File: src/rtl/instr_register_ctrl_if.sv
// Bundles the requester, instruction-register and consumer signals of the controller.
// No logic and no latency; only wires grouped for port connection.
// slave is the controller view, master is the environment (requesters, register, consumer).
interface instr_register_ctrl_if #(
    parameter int DEPTH = 32,
    parameter int PTR_W = 5,
    parameter int OPC_W = 4,
    parameter int OPD_W = 32,
    parameter int IW_W  = 132
);
    // requester side
    logic        [1:0]       req_valid;
    logic        [1:0]       req_ready;
    logic        [OPC_W-1:0] req0_opcode;
    logic signed [OPD_W-1:0] req0_op_a;
    logic signed [OPD_W-1:0] req0_op_b;
    logic        [OPC_W-1:0] req1_opcode;
    logic signed [OPD_W-1:0] req1_op_a;
    logic signed [OPD_W-1:0] req1_op_b;

    // instruction register side
    logic                    load_en;
    logic        [PTR_W-1:0] write_pointer;
    logic        [OPC_W-1:0] opcode;
    logic signed [OPD_W-1:0] operand_a;
    logic signed [OPD_W-1:0] operand_b;
    logic        [PTR_W-1:0] read_pointer;
    logic        [IW_W-1:0]  instruction_word;

    // consumer side
    logic                    rd_valid;
    logic                    rd_ready;
    logic        [IW_W-1:0]  rd_data;

    // occupancy status
    logic        [PTR_W:0]   count;
    logic                    full;
    logic                    empty;

    modport slave (
        input  req_valid, req0_opcode, req0_op_a, req0_op_b,
               req1_opcode, req1_op_a, req1_op_b,
               instruction_word, rd_ready,
        output req_ready, load_en, write_pointer, opcode, operand_a, operand_b,
               read_pointer, rd_valid, rd_data, count, full, empty
    );

    modport master (
        output req_valid, req0_opcode, req0_op_a, req0_op_b,
               req1_opcode, req1_op_a, req1_op_b,
               instruction_word, rd_ready,
        input  req_ready, load_en, write_pointer, opcode, operand_a, operand_b,
               read_pointer, rd_valid, rd_data, count, full, empty
    );
endinterface

File: src/rtl/instr_register_ctrl.sv
// Shares a 32-entry instruction register (circular queue) between two round-robin writers and one reader.
// Latency: write strobe 1 cycle after accept; first rd_valid 3 cycles after accept into an empty queue.
// Backpressure: req_ready drops to 00 while full; rd_data is held until rd_ready, at most one read per 3 cycles.
module instr_register_ctrl #(
    parameter int DEPTH = 32,
    parameter int PTR_W = 5,
    parameter int OPC_W = 4,
    parameter int OPD_W = 32,
    parameter int IW_W  = 132
) (
    input  logic                  clk,
    input  logic                  reset,
    instr_register_ctrl_if.slave  bus
);

    localparam int CNT_W = PTR_W + 1;

    typedef enum logic [1:0] {
        RD_IDLE  = 2'd0,
        RD_FETCH = 2'd1,
        RD_VALID = 2'd2
    } rd_state_t;

    // ------------------------------------------------------------------
    // State
    // ------------------------------------------------------------------
    logic                    r_prio;          // 0: requester 0 wins a tie, 1: requester 1 wins
    logic        [PTR_W-1:0] r_wr_ptr;
    logic        [PTR_W-1:0] r_rd_ptr;
    logic        [CNT_W-1:0] r_count;

    logic                    r_load_en;
    logic        [PTR_W-1:0] r_write_pointer;
    logic        [OPC_W-1:0] r_opcode;
    logic signed [OPD_W-1:0] r_operand_a;
    logic signed [OPD_W-1:0] r_operand_b;

    rd_state_t               r_state;
    logic        [PTR_W-1:0] r_read_pointer;
    logic                    r_rd_valid;
    logic        [IW_W-1:0]  r_rd_data;

    // ------------------------------------------------------------------
    // Combinational arbitration and handshakes
    // ------------------------------------------------------------------
    logic                    w_full;
    logic                    w_empty;
    logic                    w_grant0;
    logic                    w_grant1;
    logic                    w_accept;
    logic                    w_rd_hs;
    logic        [PTR_W-1:0] w_wr_ptr_nxt;
    logic        [PTR_W-1:0] w_rd_ptr_nxt;

    assign w_full  = (r_count == CNT_W'(DEPTH));
    assign w_empty = (r_count == '0);

    // A lone requester always wins; on a tie the priority holder wins. Nothing is granted while full.
    assign w_grant0 = !w_full && bus.req_valid[0] && (!bus.req_valid[1] || !r_prio);
    assign w_grant1 = !w_full && bus.req_valid[1] && (!bus.req_valid[0] ||  r_prio);
    assign w_accept = w_grant0 || w_grant1;

    // Entries are released only here, so a slot under fetch or presentation is never reused.
    assign w_rd_hs  = r_rd_valid && bus.rd_ready;

    // Explicit wrap keeps the queue correct even if DEPTH is not a power of two.
    assign w_wr_ptr_nxt = (r_wr_ptr == PTR_W'(DEPTH - 1)) ? '0 : r_wr_ptr + 1'b1;
    assign w_rd_ptr_nxt = (r_rd_ptr == PTR_W'(DEPTH - 1)) ? '0 : r_rd_ptr + 1'b1;

    // ------------------------------------------------------------------
    // Round-robin priority: after an accept, the requester not just served gets the tie-break.
    // ------------------------------------------------------------------
    always_ff @(posedge clk) begin
        if (reset) begin
            r_prio <= 1'b0;
        end else if (w_accept) begin
            r_prio <= w_grant0;
        end
    end

    // ------------------------------------------------------------------
    // Write path: register the granted payload and slot address for the register's write cycle.
    // ------------------------------------------------------------------
    always_ff @(posedge clk) begin
        if (reset) begin
            r_load_en       <= 1'b0;
            r_write_pointer <= '0;
            r_opcode        <= '0;
            r_operand_a     <= '0;
            r_operand_b     <= '0;
            r_wr_ptr        <= '0;
        end else begin
            r_load_en <= w_accept;
            if (w_accept) begin
                r_write_pointer <= r_wr_ptr;
                r_opcode        <= w_grant1 ? bus.req1_opcode : bus.req0_opcode;
                r_operand_a     <= w_grant1 ? bus.req1_op_a   : bus.req0_op_a;
                r_operand_b     <= w_grant1 ? bus.req1_op_b   : bus.req0_op_b;
                r_wr_ptr        <= w_wr_ptr_nxt;
            end
        end
    end

    // ------------------------------------------------------------------
    // Occupancy: counts an entry from its accept edge until its read handshake.
    // ------------------------------------------------------------------
    always_ff @(posedge clk) begin
        if (reset) begin
            r_count <= '0;
        end else begin
            case ({w_accept, w_rd_hs})
                2'b10:   r_count <= r_count + 1'b1;
                2'b01:   r_count <= r_count - 1'b1;
                default: r_count <= r_count;
            endcase
        end
    end

    // ------------------------------------------------------------------
    // Read sequencer: IDLE waits for an entry, FETCH lets the register's read settle
    // for one cycle and captures it, VALID holds the word until the consumer takes it.
    // An entry accepted at edge N is written at edge N+1, and FETCH samples at the
    // earliest at edge N+2, so the captured word is always the written one.
    // ------------------------------------------------------------------
    always_ff @(posedge clk) begin
        if (reset) begin
            r_state        <= RD_IDLE;
            r_rd_ptr       <= '0;
            r_read_pointer <= '0;
            r_rd_valid     <= 1'b0;
            r_rd_data      <= '0;
        end else begin
            case (r_state)
                RD_IDLE: begin
                    if (r_count != '0) begin
                        r_state <= RD_FETCH;
                    end
                end
                RD_FETCH: begin
                    r_rd_data  <= bus.instruction_word;
                    r_rd_valid <= 1'b1;
                    r_state    <= RD_VALID;
                end
                RD_VALID: begin
                    if (w_rd_hs) begin
                        r_rd_valid     <= 1'b0;
                        r_rd_ptr       <= w_rd_ptr_nxt;
                        r_read_pointer <= w_rd_ptr_nxt;
                        r_state        <= RD_IDLE;
                    end
                end
                default: begin
                    r_rd_valid <= 1'b0;
                    r_state    <= RD_IDLE;
                end
            endcase
        end
    end

    // ------------------------------------------------------------------
    // Outputs
    // ------------------------------------------------------------------
    assign bus.req_ready     = {w_grant1, w_grant0};
    assign bus.load_en       = r_load_en;
    assign bus.write_pointer = r_write_pointer;
    assign bus.opcode        = r_opcode;
    assign bus.operand_a     = r_operand_a;
    assign bus.operand_b     = r_operand_b;
    assign bus.read_pointer  = r_read_pointer;
    assign bus.rd_valid      = r_rd_valid;
    assign bus.rd_data       = r_rd_data;
    assign bus.count         = r_count;
    assign bus.full          = w_full;
    assign bus.empty         = w_empty;

    // ------------------------------------------------------------------
    // Invariants of the queue
    // ------------------------------------------------------------------
    a_count_bounded: assert property (@(posedge clk) disable iff (reset)
        r_count <= CNT_W'(DEPTH));

    a_no_accept_when_full: assert property (@(posedge clk) disable iff (reset)
        !(w_accept && w_full));

    a_read_only_when_occupied: assert property (@(posedge clk) disable iff (reset)
        w_rd_hs |-> !w_empty);

    a_rd_data_held: assert property (@(posedge clk) disable iff (reset)
        (r_rd_valid && !bus.rd_ready) |=> (r_rd_valid && $stable(r_rd_data)));

endmodule

File: src/flat_wrapper.sv
// flat-port wrapper written by rule: the top's interface ports become plain ports
module instr_register_ctrl_flat 
#(
    parameter int DEPTH = 32,
    parameter int PTR_W = 5,
    parameter int OPC_W = 4,
    parameter int OPD_W = 32,
    parameter int IW_W  = 132
)
  (clk, reset, bus_req_valid, bus_req0_opcode, bus_req0_op_a, bus_req0_op_b, bus_req1_opcode, bus_req1_op_a, bus_req1_op_b, bus_instruction_word, bus_rd_ready, bus_req_ready, bus_load_en, bus_write_pointer, bus_opcode, bus_operand_a, bus_operand_b, bus_read_pointer, bus_rd_valid, bus_rd_data, bus_count, bus_full, bus_empty);
  instr_register_ctrl_if #(.DEPTH(DEPTH), .PTR_W(PTR_W), .OPC_W(OPC_W), .OPD_W(OPD_W), .IW_W(IW_W)) bus_i ();
  input  logic clk;
  input  logic reset;
  input wire logic [$bits(bus_i.req_valid)-1:0] bus_req_valid;
  input wire logic [$bits(bus_i.req0_opcode)-1:0] bus_req0_opcode;
  input wire logic [$bits(bus_i.req0_op_a)-1:0] bus_req0_op_a;
  input wire logic [$bits(bus_i.req0_op_b)-1:0] bus_req0_op_b;
  input wire logic [$bits(bus_i.req1_opcode)-1:0] bus_req1_opcode;
  input wire logic [$bits(bus_i.req1_op_a)-1:0] bus_req1_op_a;
  input wire logic [$bits(bus_i.req1_op_b)-1:0] bus_req1_op_b;
  input wire logic [$bits(bus_i.instruction_word)-1:0] bus_instruction_word;
  input wire logic [$bits(bus_i.rd_ready)-1:0] bus_rd_ready;
  output wire logic [$bits(bus_i.req_ready)-1:0] bus_req_ready;
  output wire logic [$bits(bus_i.load_en)-1:0] bus_load_en;
  output wire logic [$bits(bus_i.write_pointer)-1:0] bus_write_pointer;
  output wire logic [$bits(bus_i.opcode)-1:0] bus_opcode;
  output wire logic [$bits(bus_i.operand_a)-1:0] bus_operand_a;
  output wire logic [$bits(bus_i.operand_b)-1:0] bus_operand_b;
  output wire logic [$bits(bus_i.read_pointer)-1:0] bus_read_pointer;
  output wire logic [$bits(bus_i.rd_valid)-1:0] bus_rd_valid;
  output wire logic [$bits(bus_i.rd_data)-1:0] bus_rd_data;
  output wire logic [$bits(bus_i.count)-1:0] bus_count;
  output wire logic [$bits(bus_i.full)-1:0] bus_full;
  output wire logic [$bits(bus_i.empty)-1:0] bus_empty;
  assign bus_i.req_valid = bus_req_valid;
  assign bus_i.req0_opcode = bus_req0_opcode;
  assign bus_i.req0_op_a = bus_req0_op_a;
  assign bus_i.req0_op_b = bus_req0_op_b;
  assign bus_i.req1_opcode = bus_req1_opcode;
  assign bus_i.req1_op_a = bus_req1_op_a;
  assign bus_i.req1_op_b = bus_req1_op_b;
  assign bus_i.instruction_word = bus_instruction_word;
  assign bus_i.rd_ready = bus_rd_ready;
  assign bus_req_ready = bus_i.req_ready;
  assign bus_load_en = bus_i.load_en;
  assign bus_write_pointer = bus_i.write_pointer;
  assign bus_opcode = bus_i.opcode;
  assign bus_operand_a = bus_i.operand_a;
  assign bus_operand_b = bus_i.operand_b;
  assign bus_read_pointer = bus_i.read_pointer;
  assign bus_rd_valid = bus_i.rd_valid;
  assign bus_rd_data = bus_i.rd_data;
  assign bus_count = bus_i.count;
  assign bus_full = bus_i.full;
  assign bus_empty = bus_i.empty;
  instr_register_ctrl #(.DEPTH(DEPTH), .PTR_W(PTR_W), .OPC_W(OPC_W), .OPD_W(OPD_W), .IW_W(IW_W)) u_core (.clk(clk), .reset(reset), .bus(bus_i));
endmodule
File: config.mk
export PLATFORM = sky130hd
export DESIGN_NAME = instr_register_ctrl_flat
export DESIGN_NICKNAME = d
export VERILOG_FILES = /design/src/rtl/instr_register_ctrl_if.sv /design/src/rtl/instr_register_ctrl.sv /design/src/flat_wrapper.sv
export SDC_FILE = /design/constraint.sdc
export NUM_CORES = 1
export LEC_CHECK = 0
export ABC_AREA = 1
export CAP_MARGIN = 20
export CORE_AREA = 2 2 190 192
export CTS_BUF_LIST = sky130_fd_sc_hd__clkbuf_8
export CTS_CLUSTER_SIZE = 28
export DETAILED_ROUTE_END_ITERATION = 8
export DIE_AREA = 0 0 192 194
export HOLD_SLACK_MARGIN = 0.1
export PLACE_DENSITY = 0.73
export SLEW_MARGIN = 20
export SYNTH_ARGS = -nofsm -noshare
export SYNTH_HDL_FRONTEND = slang
export SYNTH_SLANG_ARGS = --single-unit
export TNS_END_PERCENT = 1
File: constraint.sdc
create_clock -name clk -period 2.2 [get_ports clk]
set_input_delay 0.44 -clock clk [delete_from_list [all_inputs] [get_ports clk]]
set_output_delay 0.44 -clock clk [all_outputs]
set_load 0.1 [all_outputs]
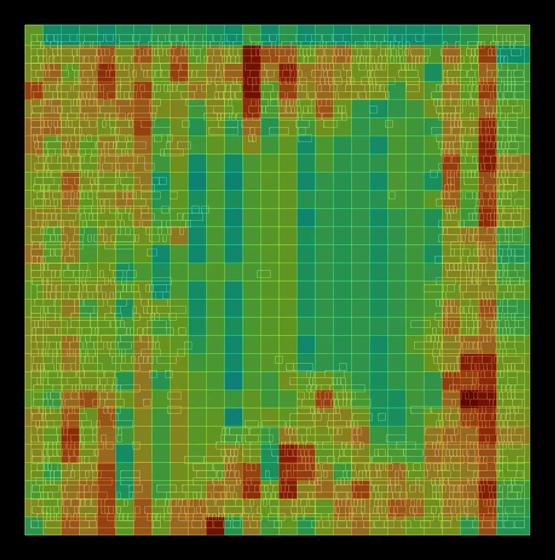
(run_1/congestion_map.png)
Top Usage Layer GRT: met2
final core utilization: 0.4435

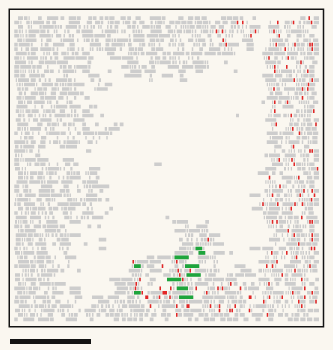
(run_1/gates.png)
Bar = 50 µm.
Key: red = inv cells [cells 134, most used inv_1]; green = fa/ha/maj cells [cells 10, most used ha_4, where bottom middle]

==> reports/summary.txt, run 1 <==
Vias: 10,534
final hold vios: 0
worst r2r path cells: 13
Distinct cells, synth: 25
H-tree levels: 2
worst-skew pair later-pin latency: 540 ps
Fmax achieved: 467.8 MHz
Placeable Area: 0.03522 mm²
Yosys Warn Count: 0
Post-layout nets: 2,201
Routed Antenna Nets: 0
gpl congestion: 0.8265
Max Cap Viol: 0
unrepaired setup endpoints after global routing: false
Pleak: 7.646 nW
Floorplan Utilization: 0.2726
DRC marker count from the first detailed-route iteration: 410
CTS Buf Count: 40
drt wl/cell: 14.77 µm
Yosys reg bits: 226
Slew @ Worst Pin: 590.5 ps
Avg Inst Size Synth: 6.687 µm²
clock-pin slew on the worst setup and hold paths: 60 ps
final worst-path cycle share: 0.9718
vias in the first global route: 10,355
signal arrival time at the worst endpoint: 1700 ps
layout cells sized above 1: 0.1812
number of setup buffers added after CTS: 0
DR vias/cell: 4.371
Power Dens Cells: 1581 mW/mm²
WHS Endpoint: u_core.bus.rd_data[36]$_SDFFE_PP0P_
crit-path max FO: 6
worst reg2reg path startpoint: u_core.bus.count[0]$_SDFFE_PP0P_
Peak VDD IR: 1.166 mV
Total GRT Usage: 0.1818
terminus of the critical flop-to-flop path: u_core.bus.count[5]$_SDFFE_PP0P_
Ports: 495
Mapped Area: 0.009603 mm²
CTS root buf: clkbuf_8
Yosys Chip Area: 0.009603 mm²
Mapped Cells: 1,436
CP required: 1760 ps
crit path launch type: input port
r2r setup slk: 350 ps
drt total wl: 35,610 µm
Area leader share: 0.4711
hold depth: 3
status: finished clean
Post-Syn Nets: 1,719
CTS tree: built
grt met3 use: 0.06679
first-pass GRT wire length: 53,940 µm
largest net degree at the start of global routing: 123
grt met1 use: 0.1838
met2 Usage GRT: 0.3304
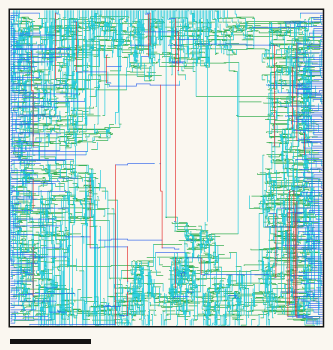
(run_1/layers.png)
Bar = 50 µm.
Key: red = M4 [wire length 1,240 µm]; cyan = M2 [wire length 17,700 µm]; green = M1 [wire length 13,000 µm]; blue = M3 [wire length 3,710 µm]

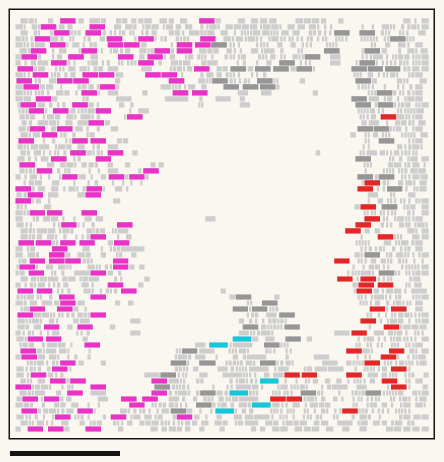
(run_1/ff_map.png)
Bar = 50 µm.
Key: magenta = `u_core.bus.rd_data` [flops 132]; red = `u_core.bus.operand_b` [flops 32]; cyan = `u_core.bus.count` [flops 6, where bottom middle]
Another 56 sequential cells are not colored.

-- run 1: synth_stat cells --
cell type	number
inv_1	131
buf_4	3
nand4_1	2
buf_2	26
o21ai_0	143
nor2_2	4
nand3_2	1
clkbuf_1	52
buf_6	6
nand2_2	1
a21oi_1	14
dfxtp_1	226
inv_2	3
nor3_1	4
o21ai_4	1
nand3_1	66
ha_1	9
nor2_4	1
nand2_1	279
or2_2	1
a21o_1	1
nor3b_1	1
nor2_1	457
fa_1	1
xor2_1	3
-- run 1: power by group --
| part | switching [W] | internal, W | total [W] |
|---|---|---|---|
| combinational | 0.0114 | 0.00306 | 0.0144 |
| sequential | 0.000703 | 0.00530 | 0.00600 |
| clock | 0.00178 | 0.00247 | 0.00424 |
| total | 0.0139 | 0.0108 | 0.0247 |
-- run 1: worst max path at each step --
stage	slack (ps)	endpoint	cells after the start
after floorplan	20	u_core.bus.count[4]$_SDFFE_PP0P_	12
after global placement	-240	u_core.bus.count[5]$_SDFFE_PP0P_	15
after detailed placement	-270	u_core.bus.count[5]$_SDFFE_PP0P_	15
after CTS	10	bus_full	5
after global routing	7	bus_req_ready[1]	7
final	60	bus_req_ready[1]	8
-- run 1: sequential cells by signal, summed over array words and instances (netlist names) --
| register | count |
|---|---|
| u_core.bus.load_en | 1 |
| u_core.bus.operand_b | 32 |
| u_core.bus.rd_valid | 1 |
| u_core.r_state | 2 |
| u_core.r_wr_ptr | 5 |
| u_core.bus.operand_a | 32 |
| u_core.bus.rd_data | 132 |
| u_core.r_prio | 1 |
| u_core.bus.read_pointer | 5 |
| u_core.bus.opcode | 4 |
| u_core.bus.count | 6 |
| u_core.bus.write_pointer | 5 |
-- run 1: cell type report --
| class | count | area, µm² |
|---|---|---|
| clock buffers | 55 | 757.0 |
| well taps | 461 | 576.8 |
| fillers | 3499 | 19600 |
| multi-input cells | 989 | 4273 |
| flip-flops and latches | 226 | 4548 |
| clock inverters | 17 | 136.4 |
| diodes | 1 | 2.502 |
| repair buffers | 527 | 4812 |
| inverters | 134 | 515.5 |
-- run 1: timing repair --
action / 4_1_cts / 5_1_grt
resized: 4 / 2
hold buffers: 0 / 0
gates cloned: 0 / 0
setup endpoints to repair: 2 / 2
pin swaps: 0 / 1
-- run 1: routing by layer --
layer	vias to the layer above	wire (µm)
li1	5349	-
met1	4700	12990
met2	421	17670
met3	64	3708
met4	0	1243
met5	-	0
-- run 1: stage by stage --
stage	power, W	setup WS (ps)	cell area [µm²]	setup TNS (ps)	hold slack [ps]
after global routing	0.02582	7.167	15620	0	435.0
after CTS	0.02494	9.650	15620	0	416.9
after global placement	0.02042	-238.7	14710	-4556	455.1
after floorplan	0.01697	18.72	9736	0	453.9
final	0.02469	62.13	15620	0	470.8
after detailed placement	0.02057	-265.5	14710	-7909	466.0
-- run 1: cell families after synthesis --
group           share of synthesized area
buf+inv                           0.09563
compound gates                    0.08430
simple gates                       0.3324
xor+xnor                         0.002737
flops                              0.4711
fa+ha+maj                         0.01381
-- run 1: worst max-delay path, cell delays in order --
cell and delay [ps]:
clkdlybuf4s50_1 500, inv_2 50, nor2_2 120, nor2_4 60
buf_4 130, nand2_2 130, inv_4 90, buf_12 170
## Run 2: what changed since run 1
Settings changed: PLACE_DENSITY 0.73 to 0.72.
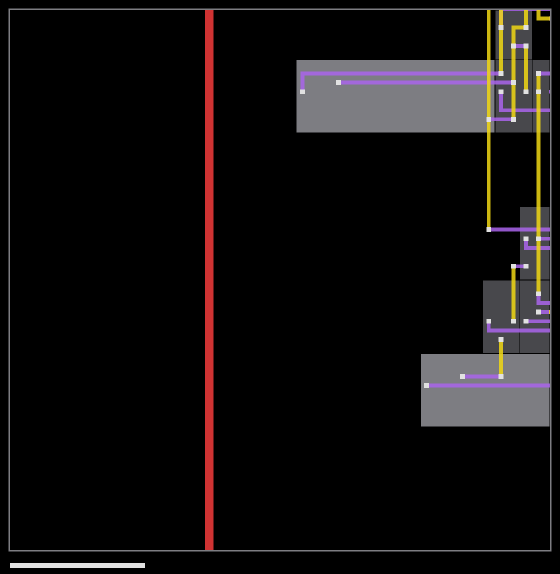
(run_2/closeup.png)
Bar = 5 µm. Window x 86 to 106, y 126 to 146 µm. Cells in gray, sequential cells in the stronger gray; small squares are vias.
Key: red = M4; yellow = M2; purple = M1
7 logic cells have their middle in the window. Most frequent: nor2_1 (4), dfxtp_1 (2), o21ai_0 (1). Netlist names of flops here include `u_core.bus.write_pointer` (1), `u_core.r_wr_ptr` (1). Sequential cells in the window: 2.

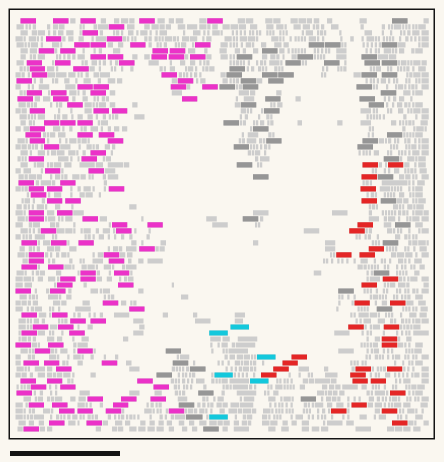
(run_2/ff_map.png)
Bar = 50 µm.
Key: cyan = `u_core.bus.count` [flops 6, where bottom middle]; red = `u_core.bus.operand_b` [flops 32]; magenta = `u_core.bus.rd_data` [flops 132]
Another 56 sequential cells are not colored.

==> run 2 against run 1 <==
Non-clock buffer count rose by 5. Maximum frequency is 1.8% higher. Register-to-register slack worse by 140 ps. Worst setup slack better by 38 ps. Die area stayed put. Global-route usage is 0.31 points higher. Critical endpoint unchanged. Largest power group unchanged.
==> reports/summary.txt, run 2 <==
DR vias/cell: 4.370
Comb pwr share: 0.595
setup TNS: 0 ps
Post-layout nets: 2,208
DRC marker count from the first detailed-route iteration: 410
signal arrival time at the worst endpoint: 1660 ps
worst path bufs/invs: 5
first-pass GRT wire length: 54,230 µm
CTS tree: built
worst r2r path cells: 15
Yosys Chip Area: 0.009603 mm²
crit path launch type: input port
Max Cap Viol: 0
Slew @ Worst Pin: 724.9 ps
Mapped Area: 0.009603 mm²
Storage cell area: 0.004548 mm²
Distinct cells, synth: 25
status: finished clean
largest net degree at the start of global routing: 134
Clock power frac: 0.159
CP required: 1760 ps
CP max stage cell: clkdlybuf4s50_1
Mapped Cells: 1,436
top cells by count, synth: nor2_1 (457), nand2_1 (279), dfxtp_1 (226)
# diodes: 0
gpl congestion: 0.8437
drt wl/cell: 15.16 µm
Power Dens Cells: 1564 mW/mm²
H-tree levels: 2
worst hold slack: 465.4 ps
Fmax achieved: 476.3 MHz
top-count cell post-synth: nor2_1
max reg flops: 132
terminus of the critical flop-to-flop path: u_core.bus.count[5]$_SDFFE_PP0P_
post-synth tally of flip-flops with integrated enable: 0
hold depth: 2
layout cells sized above 1: 0.1795
Yosys reg bits: 226
final worst-path cycle share: 0.9544
vias in the first global route: 10,093
Critical Path Max Stage Delay: 490 ps
internal cell power: 0.01052 W
drt total wl: 36,560 µm
logic area: 0.004273 mm²
Area leader share: 0.4711
Post-synth ARST share: 0
clock-pin slew on the worst setup and hold paths: 60 ps
WHS Endpoint: u_core.bus.write_pointer[0]$_SDFFE_PP0P_
kind of cell adding the most delay to the critical path: buffers and inverters
run 2: cell counts after synthesis:
No cell type changed its count.
run 2: cells by family (layout without fill, tap and decap cells):
kind of cell	after synthesis	after routing	synth area share
simple gates	817	817	0.3324
flops	226	226	0.4711
buf+inv	221	735	0.09563
compound gates	159	159	0.08430
fa+ha+maj	10	10	0.01381
xor+xnor	3	3	0.002737
run 2: per-stage QoR:
stage	area [µm²]	setup slack, ps	cells	util
3_3_place_gp	14780	-260.8	2340	0.4196
2_1_floorplan	9736	18.72	1436	-
6_report	15630	100.3	2411	0.4437
5_1_grt	15630	17.79	2411	0.4437
3_5_place_dp	14780	-248.2	2340	0.4196
4_1_cts	15620	46.01	2411	0.4435
run 2: routing by layer:
metal / up-vias / GRT usage / wire [µm]
met5: - / 0 / 11
met4: 2 / 0.08284 / 1475
met3: 75 / 0.06317 / 3638
met2: 421 / 0.3450 / 18480
met1: 4680 / 0.1821 / 12950
li1: 5358 / - / -
run 2: how the worst max path moves through the flow:
stage,startpoint,endpoint,slack [ps]
finish,bus_req_valid[0],bus_req_ready[1],100
global route,u_core.bus.count[0]$_SDFFE_PP0P_,bus_full,20
CTS,u_core.r_prio$_SDFFE_PP0P_,bus_req_ready[1],50
detailed placement,bus_req_valid[0],u_core.bus.count[5]$_SDFFE_PP0P_,-250
global placement,bus_req_valid[0],u_core.bus.count[5]$_SDFFE_PP0P_,-260
floorplan,u_core.bus.count[3]$_SDFFE_PP0P_,u_core.bus.count[4]$_SDFFE_PP0P_,20
run 2: final cells by class:
type	count	share of cell area
Clock inverter	18	0.005604
Clock buffer	51	0.04492
Sequential cell	226	0.2910
Inverter	134	0.03299
Tap cell	461	0.03691
Timing Repair Buffer	532	0.3151
Multi-Input combinational cell	989	0.2734
run 2: power by group through the flow:
stage | logic [W] | clock network, W | registers, W
3_3_place_gp | 0.0144 | 0 | 0.00602
3_5_place_dp | 0.0145 | 0 | 0.00606
6_report | 0.0145 | 0.00389 | 0.00600
4_1_cts | 0.0146 | 0.00404 | 0.00600
2_1_floorplan | 0.00293 | 0 | 0.0140
5_1_grt | 0.0152 | 0.00421 | 0.00614
run 2: repair_timing:
item                       CTS  global route
gates cloned                 1             0
gates resized                3             2
setup endpoints to repair    1             1
pin swaps                    1             0
hold buffers                 0             0
setup buffers                1             0
run 2: tightest hold or removal path, stage by stage, from the launching register on:
cell     delay [ps]
dfxtp_1         310
nand2_1          60
a21oi_1          50
## Run 3: what changed since run 2
Settings changed: REMOVE_ABC_BUFFERS from default to 1.
==> run 3 against run 2 <==
First-iteration DRC count shrank 18%. Maximum frequency shrank 1.6%. Global-route usage fell by 0.18 points. Hold slack gained 8.1 ps. Critical endpoint unchanged. Largest cell class unchanged.
==> reports/summary.txt, run 3 <==
Mapped Cells: 1,436
total power: 0.02436 W
Mux area share: 0
vias in the first global route: 10,381
clock-pin slew on the worst setup and hold paths: 50 ps
main flop type: dfxtp_1
hold depth: 2
Slew @ Worst Pin: 620.6 ps
Routed Antenna Nets: 0
largest net degree at the start of global routing: 107
drt wl/cell: 14.92 µm
DR DRC count: 0
Max Cap Viol: 0
dominant kind of combinational cell: simple AND/OR/NAND/NOR gates
Main area contributors: dfxtp_1 (47%), nor2_1 (18%), nand2_1 (11%)
drt total wl: 36,160 µm
hold buffer count at CTS: 0
Yosys reg bits: 226
XORs/XNORs by Area: 0.002736
worst r2r path cells: 11
gpl congestion: 0.8433
Total GRT Usage: 0.1831
Pleak: 7.708 nW
Yosys Chip Area: 0.009603 mm²
max reg flops: 132
worst-path cell chain: clkdlybuf4s50_1 -> inv_2 -> nor2_2 -> nor2_4 -> buf_4 -> nand2_4 -> inv_4 -> buf_12
worst reg2reg path startpoint: u_core.bus.count[2]$_SDFFE_PP0P_
status: finished clean
Peak VDD IR: 1.246 mV
Simple Share, Synth: 0.3324
worst-skew pair later-pin latency: 540 ps
Yosys Warn Count: 0
unrepaired setup endpoints after global routing: true
WHS Endpoint: u_core.bus.opcode[1]$_SDFFE_PP0P_
# diodes: 0
CTS root buf: clkbuf_8
Fmax achieved: 468.5 MHz
CTS Buf Count: 40
first-pass GRT wire length: 54,220 µm
r2r setup slk: 250 ps
Hold Path Class: reg2reg
Vias: 10,697
Mapped Area: 0.009603 mm²
Post-Layout Inst Area: 0.01555 mm²
Post-layout nets: 2,219
layout cells sized above 1: 0.1778
crit path launch type: input port
post-synthesis adder-cell area fraction: 0.01381
DR vias/cell: 4.413
pre-CTS setup slack: -384.5 ps
final worst-path cycle share: 0.9702
AO/OA Area Share: 0.08430
setup TNS: 0 ps
Power Dens Cells: 1567 mW/mm²
DRC marker count from the first detailed-route iteration: 335
top-count cell post-synth: nor2_1
Placeable Area: 0.03522 mm²
Hold Path Origin: u_core.bus.opcode[1]$_SDFFE_PP0P_
placed inst area: 0.01467 mm²
Floorplan Utilization: 0.2726
CP required: 1760 ps
crit-path max FO: 7
CP max stage cell: clkdlybuf4s50_1
signal arrival time at the worst endpoint: 1690 ps
terminus of the critical flop-to-flop path: u_core.bus.count[4]$_SDFFE_PP0P_
final core utilization: 0.4414
Area leader share: 0.4711
top cells by count, synth: nor2_1 (457), nand2_1 (279), dfxtp_1 (226)
post-synth tally of flip-flops with integrated enable: 0
Detailed Routing Iterations Pass 1: 4
H-tree levels: 2
Critical Path Max Stage Delay: 500 ps
Distinct cells, synth: 25
Post-synth ARST share: 0
grt ovf: 0
final hold vios: 0
Avg Inst Size Synth: 6.687 µm²
Ports: 495
[run 3: cell counts after synthesis]
No cell type changed its count.
[run 3: worst max-delay path: cells and delay by family]
family                 cells  cell delay, ps
buffers and inverters      5             940
AND/OR/NAND/NOR            3             300
[run 3: area by class of cell]
| cell class | instances | area [µm²] |
|---|---|---|
| clock inverter | 18 | 87.58 |
| sequential | 226 | 4526 |
| fill | 3558 | 19680 |
| multi-input combinational | 989 | 4215 |
| inverter | 134 | 513.0 |
| tap | 461 | 576.8 |
| timing repair buffer | 545 | 4926 |
| clock buffer | 51 | 701.9 |
[run 3: power by group]
part	internal [W]	switching (W)	total (W)	leakage, nW
sequential	0.00527	0.000653	0.00592	1.87
clock	0.00208	0.00176	0.00384	0.461
combinational	0.00316	0.0114	0.0146	5.38
total	0.0105	0.0138	0.0244	7.71
[run 3: how the worst max path moves through the flow]
stage | start | to | cells past startpoint
global route | bus_req_valid[0] | bus_req_ready[1] | 8
global placement | bus_req_valid[0] | u_core.bus.count[5]$_SDFFE_PP0P_ | 15
floorplan | u_core.r_state[0]$_SDFFE_PP0P_ | u_core.bus.rd_data[0]$_SDFFE_PP0P_ | 5
detailed placement | bus_req_valid[0] | u_core.bus.count[4]$_SDFFE_PP0P_ | 12
CTS | u_core.bus.count[5]$_SDFFE_PP0P_ | bus_req_ready[0] | 7
finish | bus_req_valid[0] | bus_req_ready[1] | 8
[run 3: metal layers]
metal	GRT usage	vias up	part of all wire
li1	-	5384	-
met1	0.1929	4811	0.37
met4	0.07266	0	0.034
met5	0	-	0
met2	0.3312	440	0.49
met3	0.06262	62	0.10
[run 3: cells by family after synthesis]
kind of cell	after synthesis
adders and majority gates	10
and+or+nand+nor	817
AOI/OAI and AO/OA	159
xor gates and xnor gates	3
buffers and inverters	221
DFF	226
[run 3: timing repair]
action,in CTS,in global routing
resized,8,10
gates cloned,0,0
pin swaps,1,0
buffers inserted,2,0
endpoints found under the setup margin,2,30
[run 3: metrics by stage]
step / hold WS (ps) / std cells
floorplan: 448.7 / 1349
global placement: 459.6 / 2353
detailed placement: 465.0 / 2353
CTS: 418.2 / 2424
global route: 448.8 / 2424
finish: 473.5 / 2424
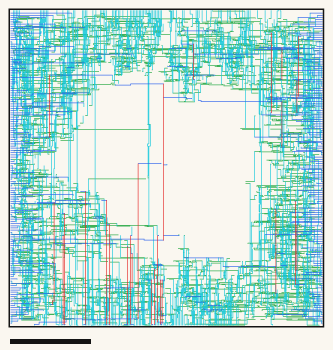
(run_3/layers.png)
Bar = 50 µm.
Key: green = M1 [wire length 13,400 µm]; red = M4 [wire length 1,230 µm]; cyan = M2 [wire length 17,800 µm]; blue = M3 [wire length 3,780 µm]

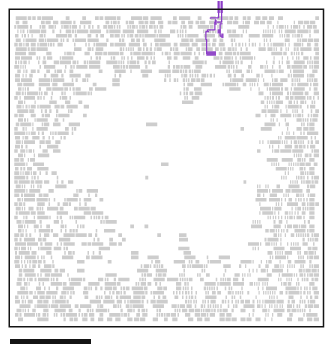
(run_3/port_trees.png)
Bar = 50 µm.
Key: purple = `bus_req_valid` [bits 2, direction input, end cells 4, wire 58.0 µm]

Power and IR drop assume default switching activity.
